==> config.mk <==
export PLATFORM = sky130hd
export DESIGN_NAME = bus_master_port_flat
export DESIGN_NICKNAME = d
export VERILOG_FILES = /design/src/rtl/bus_master_port_pkg.sv /design/src/rtl/bus_master_port_if.sv /design/src/rtl/bus_master_port_serial_shifter.sv /design/src/rtl/bus_master_port.sv /design/src/flat_wrapper.sv
export SDC_FILE = /design/constraint.sdc
export NUM_CORES = 1
export LEC_CHECK = 0
export CAP_MARGIN = 0
export CORE_UTILIZATION = 30
export CTS_BUF_LIST = sky130_fd_sc_hd__clkbuf_8
export CTS_CLUSTER_SIZE = 10
export DETAILED_ROUTE_END_ITERATION = 16
export PLACE_DENSITY = 0.51
export SYNTH_ARGS = -nofsm -noshare
export SYNTH_HDL_FRONTEND = slang
export SYNTH_HIERARCHICAL = 1
export SYNTH_SLANG_ARGS = --single-unit
==> constraint.sdc <==
create_clock -name clk -period 1.9 [get_ports clk]
set_clock_uncertainty 0.05 [all_clocks]
set_input_delay 0.19 -clock clk [delete_from_list [all_inputs] [get_ports clk]]
set_output_delay 0.19 -clock clk [all_outputs]
set_load 0.02 [all_outputs]
==> src/rtl/bus_master_port_pkg.sv <==
`default_nettype none
// ============================================================================
// Module      : bus_master_port_pkg
// Description : Shared widths, slave ids and FSM encoding for bus_master_port.
// Revision    : 1.0
// ============================================================================
package bus_master_port_pkg;

    localparam int ADDR_WIDTH    = 14;
    localparam int DATA_WIDTH    = 8;
    localparam int BURST_WIDTH   = 3;
    localparam int BIT_CNT_WIDTH = 4;

    // addr[13:12] selects the slave
    localparam logic [1:0] SLV1 = 2'd0;
    localparam logic [1:0] SLV2 = 2'd1;
    localparam logic [1:0] SLV3 = 2'd2;

    localparam logic [3:0] ST_IDLE     = 4'd0;
    localparam logic [3:0] ST_REQ      = 4'd1;
    localparam logic [3:0] ST_ADDR     = 4'd2;
    localparam logic [3:0] ST_WDATA    = 4'd3;
    localparam logic [3:0] ST_WAIT_ACK = 4'd4;
    localparam logic [3:0] ST_RWAIT    = 4'd5;
    localparam logic [3:0] ST_RDATA    = 4'd6;
    localparam logic [3:0] ST_NEXT     = 4'd7;
    localparam logic [3:0] ST_DONE     = 4'd8;

    typedef enum logic [3:0] {
        S_IDLE     = ST_IDLE,
        S_REQ      = ST_REQ,
        S_ADDR     = ST_ADDR,
        S_WDATA    = ST_WDATA,
        S_WAIT_ACK = ST_WAIT_ACK,
        S_RWAIT    = ST_RWAIT,
        S_RDATA    = ST_RDATA,
        S_NEXT     = ST_NEXT,
        S_DONE     = ST_DONE
    } state_t;

endpackage
`default_nettype wire

==> src/rtl/bus_master_port_if.sv <==
`default_nettype none
// ============================================================================
// Module      : bus_master_port_if
// Description : Shared serial bus between one master port, its arbiter and slaves.
// Revision    : 1.0
// ============================================================================
interface bus_master_port_if;

    logic bus_req;
    logic bus_grant;
    logic m_valid;
    logic m_rw;
    logic m_addr_out;
    logic m_data_out;
    logic m_data_in;
    logic slave_ready;

    modport master (
        output bus_req,
        output m_valid,
        output m_rw,
        output m_addr_out,
        output m_data_out,
        input  bus_grant,
        input  m_data_in,
        input  slave_ready
    );

    modport slave (
        input  bus_req,
        input  m_valid,
        input  m_rw,
        input  m_addr_out,
        input  m_data_out,
        output bus_grant,
        output m_data_in,
        output slave_ready
    );

endinterface
`default_nettype wire

==> src/rtl/bus_master_port_serial_shifter.sv <==
`default_nettype none
// ============================================================================
// Module      : serial_shifter
// Description : Parallel-load / MSB-first shift register, used for TX and RX.
// Revision    : 1.0
// ============================================================================
module serial_shifter #(
    parameter int WIDTH = 8
) (
    input  logic             clk,
    input  logic             rst,
    input  logic             load,
    input  logic             shift,
    input  logic             shift_in,
    input  logic [WIDTH-1:0] load_val,
    output logic [WIDTH-1:0] q
);

    logic [WIDTH-1:0] r_q;

    // load wins over shift so a new beat always starts from a clean word
    always_ff @(posedge clk or posedge rst) begin
        if (rst) begin
            r_q <= '0;
        end else if (load) begin
            r_q <= load_val;
        end else if (shift) begin
            r_q <= {r_q[WIDTH-2:0], shift_in};
        end
    end

    assign q = r_q;

endmodule
`default_nettype wire

==> src/rtl/bus_master_port.sv <==
`default_nettype none
// ============================================================================
// Module      : bus_master_port
// Description : Master-side serial bus port: arbitrate, shift addr/data, collect ack/read data.
// Revision    : 1.0
// ============================================================================
module bus_master_port
    import bus_master_port_pkg::*;
#(
    parameter int ACK_TIMEOUT = 16
) (
    input  logic                   clk,
    input  logic                   reset,
    input  logic                   enable,
    input  logic                   read_en,
    input  logic [BURST_WIDTH-1:0] burst_mode,
    input  logic [DATA_WIDTH-1:0]  data_in,
    input  logic [ADDR_WIDTH-1:0]  addr_in,
    output logic                   request,
    output logic [DATA_WIDTH-1:0]  data_out,
    output logic                   data_valid,
    output logic                   error,
    bus_master_port_if.master      bus
);

    localparam int                       TO_WIDTH    = $clog2(ACK_TIMEOUT + 1);
    localparam logic [TO_WIDTH-1:0]      C_TO_LIMIT  = TO_WIDTH'(ACK_TIMEOUT);
    localparam logic [BIT_CNT_WIDTH-1:0] C_ADDR_LAST = BIT_CNT_WIDTH'(ADDR_WIDTH - 1);
    localparam logic [BIT_CNT_WIDTH-1:0] C_DATA_LAST = BIT_CNT_WIDTH'(DATA_WIDTH - 1);

    state_t                   r_state;
    state_t                   w_state_nxt;

    logic                     r_rw;
    logic [ADDR_WIDTH-1:0]    r_addr;
    logic [DATA_WIDTH-1:0]    r_data;
    logic [BURST_WIDTH-1:0]   r_beats_left;
    logic [BIT_CNT_WIDTH-1:0] r_bit_cnt;
    logic [TO_WIDTH-1:0]      r_to_cnt;
    logic                     r_error;
    logic [DATA_WIDTH-1:0]    r_data_out;
    logic                     r_data_valid;

    logic                     w_capture;
    logic                     w_next_beat;
    logic                     w_shift_addr;
    logic                     w_shift_data;
    logic                     w_rd_done;
    logic                     w_timeout;
    logic                     w_bit_inc;
    logic                     w_to_inc;
    logic                     w_load;
    logic                     w_valid;

    logic [ADDR_WIDTH-1:0]    w_addr_ld;
    logic [DATA_WIDTH-1:0]    w_data_ld;
    logic [ADDR_WIDTH-1:0]    w_addr_q;
    logic [DATA_WIDTH-1:0]    w_data_q;
    logic                     w_addr_q_unused;

    // ------------------------------------------------------------------------
    // State register
    // ------------------------------------------------------------------------
    always_ff @(posedge clk or posedge reset) begin
        if (reset) begin
            r_state <= S_IDLE;
        end else begin
            r_state <= w_state_nxt;
        end
    end

    // ------------------------------------------------------------------------
    // Next-state and control strobes
    // ------------------------------------------------------------------------
    always_comb begin
        w_state_nxt  = r_state;
        w_capture    = 1'b0;
        w_next_beat  = 1'b0;
        w_shift_addr = 1'b0;
        w_shift_data = 1'b0;
        w_rd_done    = 1'b0;
        w_timeout    = 1'b0;
        w_bit_inc    = 1'b0;
        w_to_inc     = 1'b0;

        case (r_state)
            S_IDLE: begin
                if (enable) begin
                    w_capture   = 1'b1;
                    w_state_nxt = S_REQ;
                end
            end

            S_REQ: begin
                if (bus.bus_grant) begin
                    w_state_nxt = S_ADDR;
                end
            end

            // losing the grant mid-beat restarts the beat via REQ, which reloads the shifters
            S_ADDR: begin
                if (!bus.bus_grant) begin
                    w_state_nxt = S_REQ;
                end else begin
                    w_shift_addr = 1'b1;
                    if (r_bit_cnt == C_ADDR_LAST) begin
                        w_state_nxt = r_rw ? S_RWAIT : S_WDATA;
                    end else begin
                        w_bit_inc = 1'b1;
                    end
                end
            end

            S_WDATA: begin
                if (!bus.bus_grant) begin
                    w_state_nxt = S_REQ;
                end else begin
                    w_shift_data = 1'b1;
                    if (r_bit_cnt == C_DATA_LAST) begin
                        w_state_nxt = S_WAIT_ACK;
                    end else begin
                        w_bit_inc = 1'b1;
                    end
                end
            end

            S_WAIT_ACK: begin
                if (bus.slave_ready) begin
                    w_state_nxt = S_NEXT;
                end else if (r_to_cnt == C_TO_LIMIT) begin
                    w_timeout   = 1'b1;
                    w_state_nxt = S_DONE;
                end else begin
                    w_to_inc = 1'b1;
                end
            end

            S_RWAIT: begin
                if (bus.slave_ready) begin
                    w_state_nxt = S_RDATA;
                end else if (r_to_cnt == C_TO_LIMIT) begin
                    w_timeout   = 1'b1;
                    w_state_nxt = S_DONE;
                end else begin
                    w_to_inc = 1'b1;
                end
            end

            S_RDATA: begin
                if (!bus.bus_grant) begin
                    w_state_nxt = S_REQ;
                end else begin
                    w_shift_data = 1'b1;
                    if (r_bit_cnt == C_DATA_LAST) begin
                        w_rd_done   = 1'b1;
                        w_state_nxt = S_NEXT;
                    end else begin
                        w_bit_inc = 1'b1;
                    end
                end
            end

            S_NEXT: begin
                if (r_beats_left != '0) begin
                    w_next_beat = 1'b1;
                    w_state_nxt = S_ADDR;
                end else begin
                    w_state_nxt = S_DONE;
                end
            end

            S_DONE: begin
                w_state_nxt = S_IDLE;
            end

            default: begin
                w_state_nxt = S_IDLE;
            end
        endcase
    end

    // ------------------------------------------------------------------------
    // Transaction context and counters
    // ------------------------------------------------------------------------
    always_ff @(posedge clk or posedge reset) begin
        if (reset) begin
            r_rw         <= 1'b0;
            r_addr       <= '0;
            r_data       <= '0;
            r_beats_left <= '0;
            r_bit_cnt    <= '0;
            r_to_cnt     <= '0;
            r_error      <= 1'b0;
            r_data_out   <= '0;
            r_data_valid <= 1'b0;
        end else begin
            if (w_capture) begin
                r_rw         <= read_en;
                r_addr       <= addr_in;
                r_data       <= data_in;
                r_beats_left <= burst_mode;
                r_error      <= 1'b0;
            end else if (w_next_beat) begin
                r_addr       <= w_addr_ld;
                r_data       <= w_data_ld;
                r_beats_left <= r_beats_left - BURST_WIDTH'(1);
            end

            if (w_timeout) begin
                r_error <= 1'b1;
            end

            r_bit_cnt <= w_bit_inc ? r_bit_cnt + BIT_CNT_WIDTH'(1) : '0;
            r_to_cnt  <= w_to_inc  ? r_to_cnt + TO_WIDTH'(1)       : '0;

            r_data_valid <= w_rd_done;
            if (w_rd_done) begin
                r_data_out <= {w_data_q[DATA_WIDTH-2:0], bus.m_data_in};
            end
        end
    end

    // ------------------------------------------------------------------------
    // Shifters: loaded in REQ (beat start or restart) and in NEXT (next beat)
    // ------------------------------------------------------------------------
    assign w_load    = (r_state == S_REQ) | w_next_beat;
    assign w_addr_ld = w_next_beat ? r_addr + ADDR_WIDTH'(1) : r_addr;
    assign w_data_ld = w_next_beat ? r_data + DATA_WIDTH'(1) : r_data;

    serial_shifter #(
        .WIDTH (ADDR_WIDTH)
    ) u_addr_shifter (
        .clk      (clk),
        .rst      (reset),
        .load     (w_load),
        .shift    (w_shift_addr),
        .shift_in (1'b0),
        .load_val (w_addr_ld),
        .q        (w_addr_q)
    );

    serial_shifter #(
        .WIDTH (DATA_WIDTH)
    ) u_data_shifter (
        .clk      (clk),
        .rst      (reset),
        .load     (w_load),
        .shift    (w_shift_data),
        .shift_in (bus.m_data_in),
        .load_val (w_data_ld),
        .q        (w_data_q)
    );

    assign w_addr_q_unused = &{1'b0, w_addr_q[ADDR_WIDTH-2:0]};

    // ------------------------------------------------------------------------
    // Outputs; m_valid is gated by the grant so a drop takes effect this cycle
    // ------------------------------------------------------------------------
    assign w_valid = ((r_state == S_ADDR) || (r_state == S_WDATA)) && bus.bus_grant;

    assign bus.m_valid    = w_valid;
    assign bus.m_rw       = w_valid & r_rw;
    assign bus.m_addr_out = w_valid && (r_state == S_ADDR)  && w_addr_q[ADDR_WIDTH-1];
    assign bus.m_data_out = w_valid && (r_state == S_WDATA) && w_data_q[DATA_WIDTH-1];
    assign bus.bus_req    = (r_state != S_IDLE) && (r_state != S_DONE);

    assign request    = (r_state != S_IDLE) && (r_state != S_DONE);
    assign data_out   = r_data_out;
    assign data_valid = r_data_valid;
    assign error      = r_error;

endmodule
`default_nettype wire
==> src/flat_wrapper.sv <==
// flat-port wrapper written by rule: the top's interface ports become plain ports
module bus_master_port_flat import bus_master_port_pkg::*;
#(
    parameter int ACK_TIMEOUT = 16
)
  (clk, reset, enable, read_en, burst_mode, data_in, addr_in, request, data_out, data_valid, error, bus_bus_req, bus_m_valid, bus_m_rw, bus_m_addr_out, bus_m_data_out, bus_bus_grant, bus_m_data_in, bus_slave_ready);
  bus_master_port_if bus_i ();
  input  logic clk;
  input  logic reset;
  input  logic enable;
  input  logic read_en;
  input  logic [BURST_WIDTH-1:0] burst_mode;
  input  logic [DATA_WIDTH-1:0] data_in;
  input  logic [ADDR_WIDTH-1:0] addr_in;
  output logic request;
  output logic [DATA_WIDTH-1:0] data_out;
  output logic data_valid;
  output logic error;
  output wire logic [$bits(bus_i.bus_req)-1:0] bus_bus_req;
  output wire logic [$bits(bus_i.m_valid)-1:0] bus_m_valid;
  output wire logic [$bits(bus_i.m_rw)-1:0] bus_m_rw;
  output wire logic [$bits(bus_i.m_addr_out)-1:0] bus_m_addr_out;
  output wire logic [$bits(bus_i.m_data_out)-1:0] bus_m_data_out;
  input wire logic [$bits(bus_i.bus_grant)-1:0] bus_bus_grant;
  input wire logic [$bits(bus_i.m_data_in)-1:0] bus_m_data_in;
  input wire logic [$bits(bus_i.slave_ready)-1:0] bus_slave_ready;
  assign bus_bus_req = bus_i.bus_req;
  assign bus_m_valid = bus_i.m_valid;
  assign bus_m_rw = bus_i.m_rw;
  assign bus_m_addr_out = bus_i.m_addr_out;
  assign bus_m_data_out = bus_i.m_data_out;
  assign bus_i.bus_grant = bus_bus_grant;
  assign bus_i.m_data_in = bus_m_data_in;
  assign bus_i.slave_ready = bus_slave_ready;
  bus_master_port #(.ACK_TIMEOUT(ACK_TIMEOUT)) u_core (.clk(clk), .reset(reset), .enable(enable), .read_en(read_en), .burst_mode(burst_mode), .data_in(data_in), .addr_in(addr_in), .request(request), .data_out(data_out), .data_valid(data_valid), .error(error), .bus(bus_i));
endmodule
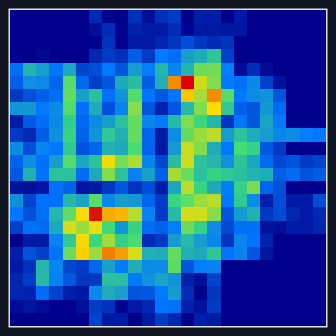
*Wiring heat map*
24 x 24 tiles, from dark blue (low) to red (high), scaled to the fullest tile. Values are wire area over tile area, all layers added.
The fullest tile reaches 0.52. The densest ninth of the die: centre. 11% of the tiles are over half the peak.

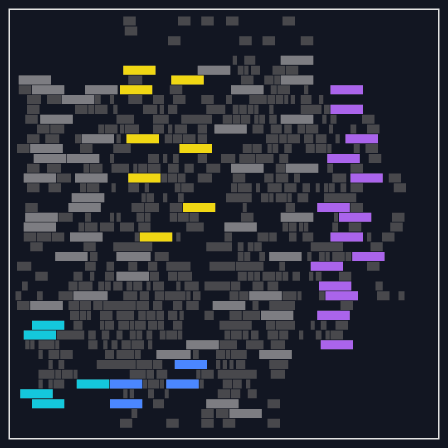
*Sequential cells coloured by netlist name*
Other sequential cells in the stronger grey, the rest of the logic in the fainter grey.
Key: yellow = `u_core/r_data` [sequential cells 8]; cyan = `u_core/r_to_cnt` [sequential cells 5, where south-west]; purple = `u_core/u_addr_shifter/q` [sequential cells 14, where east]; blue = `u_core/r_bit_cnt` [sequential cells 4]
Another 40 sequential cells are not coloured.

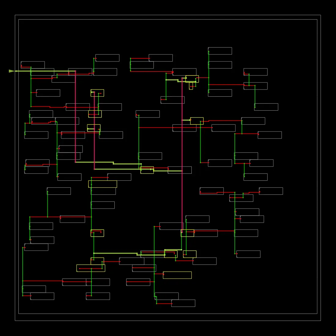
*Clock nets*
reported clock group power: 1.51 mW
clk sinks: 71
final-layout clock buffer total: 11

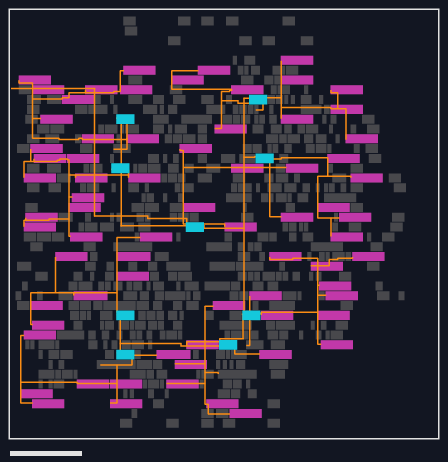
*Clock distribution*
Scale bar: 20 um.
Key: magenta = flip-flops [count 71]; orange = clock wires [length 1040 um]; cyan = clock-net drivers [count 9]
Position of the flops: all over the die. There are 10 routed clock nets.

==> summary.rpt <==
IMPLEMENTATION SUMMARY REPORT
----------------------------------------------------
[Run status]
  Result of the run ........................ finished clean

[Placed design]
  Port Buffer Count ........................ approximately 47
  Cells after DPL ........................ 655
  DP Worst Slack ........................ -0.2603 ns

[Drt]
  Drt total wl ........................ 10.40 mm
  Detailed router's first-iteration violation count ........................ 155
  Pre-antenna DRT Iters ........................ 4
  Tally of nets with antenna violations remaining after routing ........................ 0
  Met2 Routed Length ........................ 4.976 mm
  DR vias/cell ........................ 4.914

[Critical path]
  Slowest stage cell on the critical path ........................ sky130_fd_sc_hd__dfrtp_1
  Largest delay contributor family on the critical path ........................ simple AND/OR/NAND/NOR gates

[Logic synthesis]
  Total standard cell area after synthesis ........................ between 4000 and 5000 um^2
  Max-area cell share ........................ 0.4350
  Number of enable flip-flop cells ........................ 0
  Main flop type after synthesis ........................ sky130_fd_sc_hd__dfrtp_1
  Post-synth top area cell ........................ sky130_fd_sc_hd__dfrtp_1
  Dominant cell by count in the synthesized netlist ........................ sky130_fd_sc_hd__dfrtp_1
  Total of flip-flops plus latches after synthesis ........................ around 70

[STA]
  Hold Worst Slack ........................ 0.2020 ns
  Part of the cycle the worst path needs ........................ 0.9979
  Crit path setup slack, layout ........................ 0.004022 ns

[Finish]
  Final-layout fill cell count ........................ 1364
  Flops ........................ 71
  Cell type taking the most area ........................ multi-input combinational cells
  Final antenna diode count ........................ 0
  Layout cells sized above 1 ........................ 0.2559
  Register share of the cell area ........................ 0.3207
  Number of logic gates ........................ 297

[Power and ir drop]
  Pwr top ........................ combinational logic
  Power in sequential cells ........................ 2.60 mW
  Power density over the cells ........................ 1378 nW/um^2

[Min path]
  Worst hold-check path type ........................ primary input to async pin

[CTS]
  Post CTS Setup Buffer Count ........................ 1
  Post-CTS Resized ........................ 35

[GRT]
  Global-route track usage on met1 ........................ 0.2044
  Number of global-route vias before repair ........................ 3369
  Met3 GRT Util ........................ 0.02992
  Pin count of the biggest net entering global routing ........................ 37

----------------------------------------------------
Power and IR drop assume default switching activity.
